$ cat config.mk
export PLATFORM = sky130hd
export DESIGN_NAME = led_matrix_scanner
export DESIGN_NICKNAME = d
export VERILOG_FILES = /design/src/rtl/led_scan_pkg.sv /design/src/rtl/onehot_decoder.sv /design/src/rtl/led_matrix_scanner.sv
export SDC_FILE = /design/constraint.sdc
export NUM_CORES = 1
export LEC_CHECK = 0
export CORE_ASPECT_RATIO = 0.5
export CORE_MARGIN = 2
export CORE_UTILIZATION = 45
export DETAILED_ROUTE_END_ITERATION = 16
export GPL_ROUTABILITY_DRIVEN = 1
export GPL_TIMING_DRIVEN = 0
export PLACE_DENSITY_LB_ADDON = 0.2
export SETUP_SLACK_MARGIN = 0.15
export SLEW_MARGIN = 25
export SYNTH_ARGS = -nofsm -noshare
export SYNTH_HDL_FRONTEND = slang
export SYNTH_SLANG_ARGS = --single-unit
$ cat constraint.sdc
create_clock -name clk -period 8.75 [get_ports clk]
set_input_delay 1.3125 -clock clk [delete_from_list [all_inputs] [get_ports clk]]
set_output_delay 1.3125 -clock clk [all_outputs]
set_load 0.03 [all_outputs]
$ cat src/rtl/led_scan_pkg.sv
// Shared types and helpers for the LED matrix scanner.
package led_scan_pkg;

   typedef enum logic {
      IDLE = 1'b0,
      SCAN = 1'b1
   } scan_state_t;

   // Lit cycles per column slot: ((brightness+1)*dwell_cycles) >> bright_bits, 64-bit to avoid overflow.
   function automatic longint unsigned on_cycles_f(
      input longint unsigned brightness,
      input longint unsigned dwell_cycles,
      input longint unsigned bright_bits
   );
      return ((brightness + 64'd1) * dwell_cycles) >> bright_bits;
   endfunction

endpackage

$ cat src/rtl/onehot_decoder.sv
// Binary-to-one-hot decoder with enable; all zeros when disabled.
module onehot_decoder #(
   parameter int unsigned N = 8
) (
   input  logic [$clog2(N)-1:0] sel,
   input  logic                 en,
   output logic [N-1:0]         onehot_c
);

   // Single bit set at the selected position when enabled.
   always_comb begin
      onehot_c = '0;
      if (en) onehot_c[sel] = 1'b1;
   end

endmodule

$ cat src/rtl/led_matrix_scanner.sv
// Column-scanned NxN LED matrix driver with double-buffered frames and PWM dimming.
module led_matrix_scanner
   import led_scan_pkg::*;
#(
   parameter int unsigned N            = 8,
   parameter int unsigned DWELL_CYCLES = 1024,
   parameter int unsigned BRIGHT_BITS  = 3
) (
   input  logic                   clk,
   input  logic                   rst,
   input  logic                   ena,
   input  logic                   frame_valid,
   output logic                   frame_ready,
   input  logic [N*N-1:0]         cells,
   input  logic [BRIGHT_BITS-1:0] brightness,
   output logic [N-1:0]           rows,
   output logic [N-1:0]           cols,
   output logic                   frame_done
);

   localparam int unsigned CW = $clog2(N);
   localparam int unsigned DW = $clog2(DWELL_CYCLES);
   localparam int unsigned OW = $clog2(DWELL_CYCLES + 1);

   scan_state_t    state_q, state_nxt;
   logic [CW-1:0]  col_q, col_nxt;
   logic [DW-1:0]  dwell_q, dwell_nxt;
   logic [OW-1:0]  on_q;
   logic [N*N-1:0] disp_q, pend_q;
   logic           last_slot_c, lit_c, accept_c, swap_c;
   logic [N-1:0]   col_onehot_c, row_drive_c;

   // Pending buffer is full exactly when the producer is being held off.
   assign accept_c = frame_valid & frame_ready;
   assign swap_c   = ~frame_ready & ((state_q == IDLE) | last_slot_c);

   // State and scan counter registers.
   always_ff @(posedge clk or posedge rst) begin
      if (rst) begin
         state_q <= IDLE;
         col_q   <= '0;
         dwell_q <= '0;
      end else begin
         state_q <= state_nxt;
         col_q   <= col_nxt;
         dwell_q <= dwell_nxt;
      end
   end

   // Next-state, counter advance and lit-window decode.
   always_comb begin
      state_nxt   = state_q;
      col_nxt     = col_q;
      dwell_nxt   = dwell_q;
      last_slot_c = 1'b0;
      lit_c       = 1'b0;
      case (state_q)
         IDLE: begin
            col_nxt   = '0;
            dwell_nxt = '0;
            if (ena) state_nxt = SCAN;
         end
         SCAN: begin
            if (!ena) begin
               state_nxt = IDLE;
               col_nxt   = '0;
               dwell_nxt = '0;
            end else begin
               last_slot_c = (col_q == CW'(N - 1)) && (dwell_q == DW'(DWELL_CYCLES - 1));
               lit_c       = (dwell_q != '0) && (OW'(dwell_q) <= on_q);
               if (dwell_q == DW'(DWELL_CYCLES - 1)) begin
                  dwell_nxt = '0;
                  col_nxt   = (col_q == CW'(N - 1)) ? '0 : col_q + CW'(1);
               end else begin
                  dwell_nxt = dwell_q + DW'(1);
               end
            end
         end
         default: state_nxt = IDLE;
      endcase
   end

   // Brightness sampling, frame double-buffer and end-of-scan pulse.
   always_ff @(posedge clk or posedge rst) begin
      if (rst) begin
         on_q        <= '0;
         disp_q      <= '0;
         pend_q      <= '0;
         frame_ready <= 1'b1;
         frame_done  <= 1'b0;
      end else begin
         frame_done <= last_slot_c;
         if (dwell_q == '0)
            on_q <= OW'(on_cycles_f(64'(brightness), 64'(DWELL_CYCLES), 64'(BRIGHT_BITS)));
         if (accept_c) begin
            pend_q      <= cells;
            frame_ready <= 1'b0;
         end else if (swap_c) begin
            disp_q      <= pend_q;
            frame_ready <= 1'b1;
         end
      end
   end

   onehot_decoder #(.N(N)) u_col_dec (
      .sel      (col_q),
      .en       (lit_c),
      .onehot_c (col_onehot_c)
   );

   // Active-low row drive for the current column of the display buffer.
   for (genvar r = 0; r < N; r++) begin : g_row
      logic [N-1:0] row_cells;
      assign row_cells      = disp_q[N*r +: N];
      assign row_drive_c[r] = lit_c ? ~row_cells[col_q] : 1'b1;
   end

   // Registered pin drive.
   always_ff @(posedge clk or posedge rst) begin
      if (rst) begin
         rows <= '1;
         cols <= '0;
      end else begin
         rows <= row_drive_c;
         cols <= col_onehot_c;
      end
   end

endmodule
Sizing map:
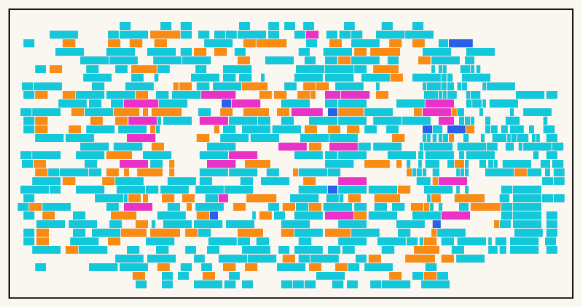
x1 and smaller: drawn in cyan, cells 402, most used dfrtp_1. x6 and larger: drawn in magenta, cells 24, most used clkbuf_16. x3 and x4: drawn in blue, cells 8, most used clkinv_4. x2: drawn in orange, cells 130, most used mux2_2.
Area Overhead vs Synth: 25.9%
Setup WS post-layout: 5.77 ns
final instance area: 0.00852 mm²
Signal buffers: 112

Cell area per tile:
The die is cut into 18 by 9 equal tiles; white is low, dark blue is high, 0 to 100% covered.
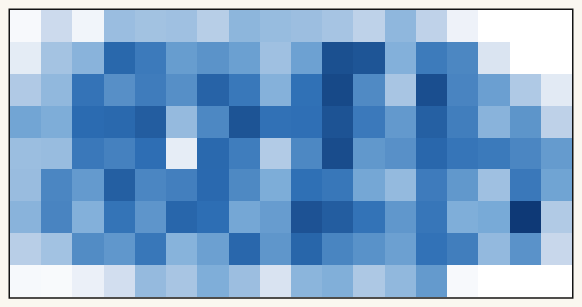
The fullest tile reaches 96%. The densest ninth of the die: center. The mean over all tiles is 51%. The emptiest ninth of the die: upper right. 4.9% of the tiles are nearly empty. 15% of the tiles are over 75% full.
post-layout util: 58.4%
Core Area: 0.0146 mm²
fp util: 46.4%

A small window of the routed layout:
Region (123, 58) to (143, 78) µm. Cells in gray, sequential cells in the stronger gray; small squares are vias.
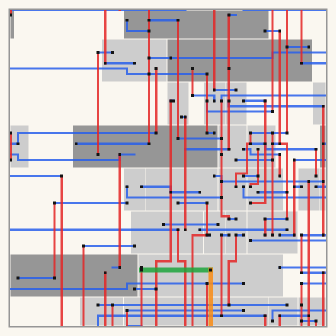
M3: drawn in green. M2: drawn in red. M4: drawn in orange. M1: drawn in blue.
Most frequent: dfrtp_1 (4), nor2_1 (3). Netlist names of flops here include dwell_q (3), disp_q (1). Sequential cells in the window: 4. 24 logic cells have their middle in the window.

==> run notes <==
yosys + openroad results -> Placer Congestion=about 0.77, clock sink total=between 150 and 200, initial antenna violation count=0, total grt overflow=0, Crit. path cell count=1, Post-Syn Instances=~440, post-CTS sizing=0, Cell Count, Final, Fillers Out=762, Async SR Flop Fraction=100%, area share, top type=approximately 57%, cycle use final=34.1%, Top FF cell, synth=dfrtp_1, Flops after synth=164, OpenROAD warning count=27, outcome=finished clean, CTS tree=done, Ant. Diodes=0, largest stage delay on the critical path=between 0.6 and 0.7 ns, capturing point of the worst reg2reg path=disp_q[46]$_DFFE_PP0P_, die height=about 90 µm, Static Leak=approximately 3.6 nW, Reg2Reg Depth=6, clk latency late pin=about 0.4 ns, power share of the combinational group=roughly 16%, Die W=177 µm, CTS H-tree depth=4, Synth Area in Adders=approximately 1.5%, top cells by count=155 x dfrtp_1, 82 x mux2_2, 55 x mux2_1, max_slew headroom=between 40% and 50%, Cell Area, Synth=0.00677 mm², Top Metal Used=met4, n_taps=just under 200, Hold Path Origin=pend_q[59]$_DFFE_PP0P_, first-pass GRT wire length=around 21000 µm, placed insts=about 730, Placement Rows=31, inverter count=7, Flop area=between 0.004 and 0.005 mm², drt pass-1 iters=4, Tmin final=between 2 and 3 ns, Ports=89, Cell Type Count=34, Area-dominant class=flip-flops and latches, port buffer count=88, Pint=between 1.5 and 2 mW, Comb/total area=roughly 30%, worst endpoint data arrival time=~1.7 ns, sequential share of cell area=approximately half
No activity file was given, so power comes from the tool's default toggle rates.
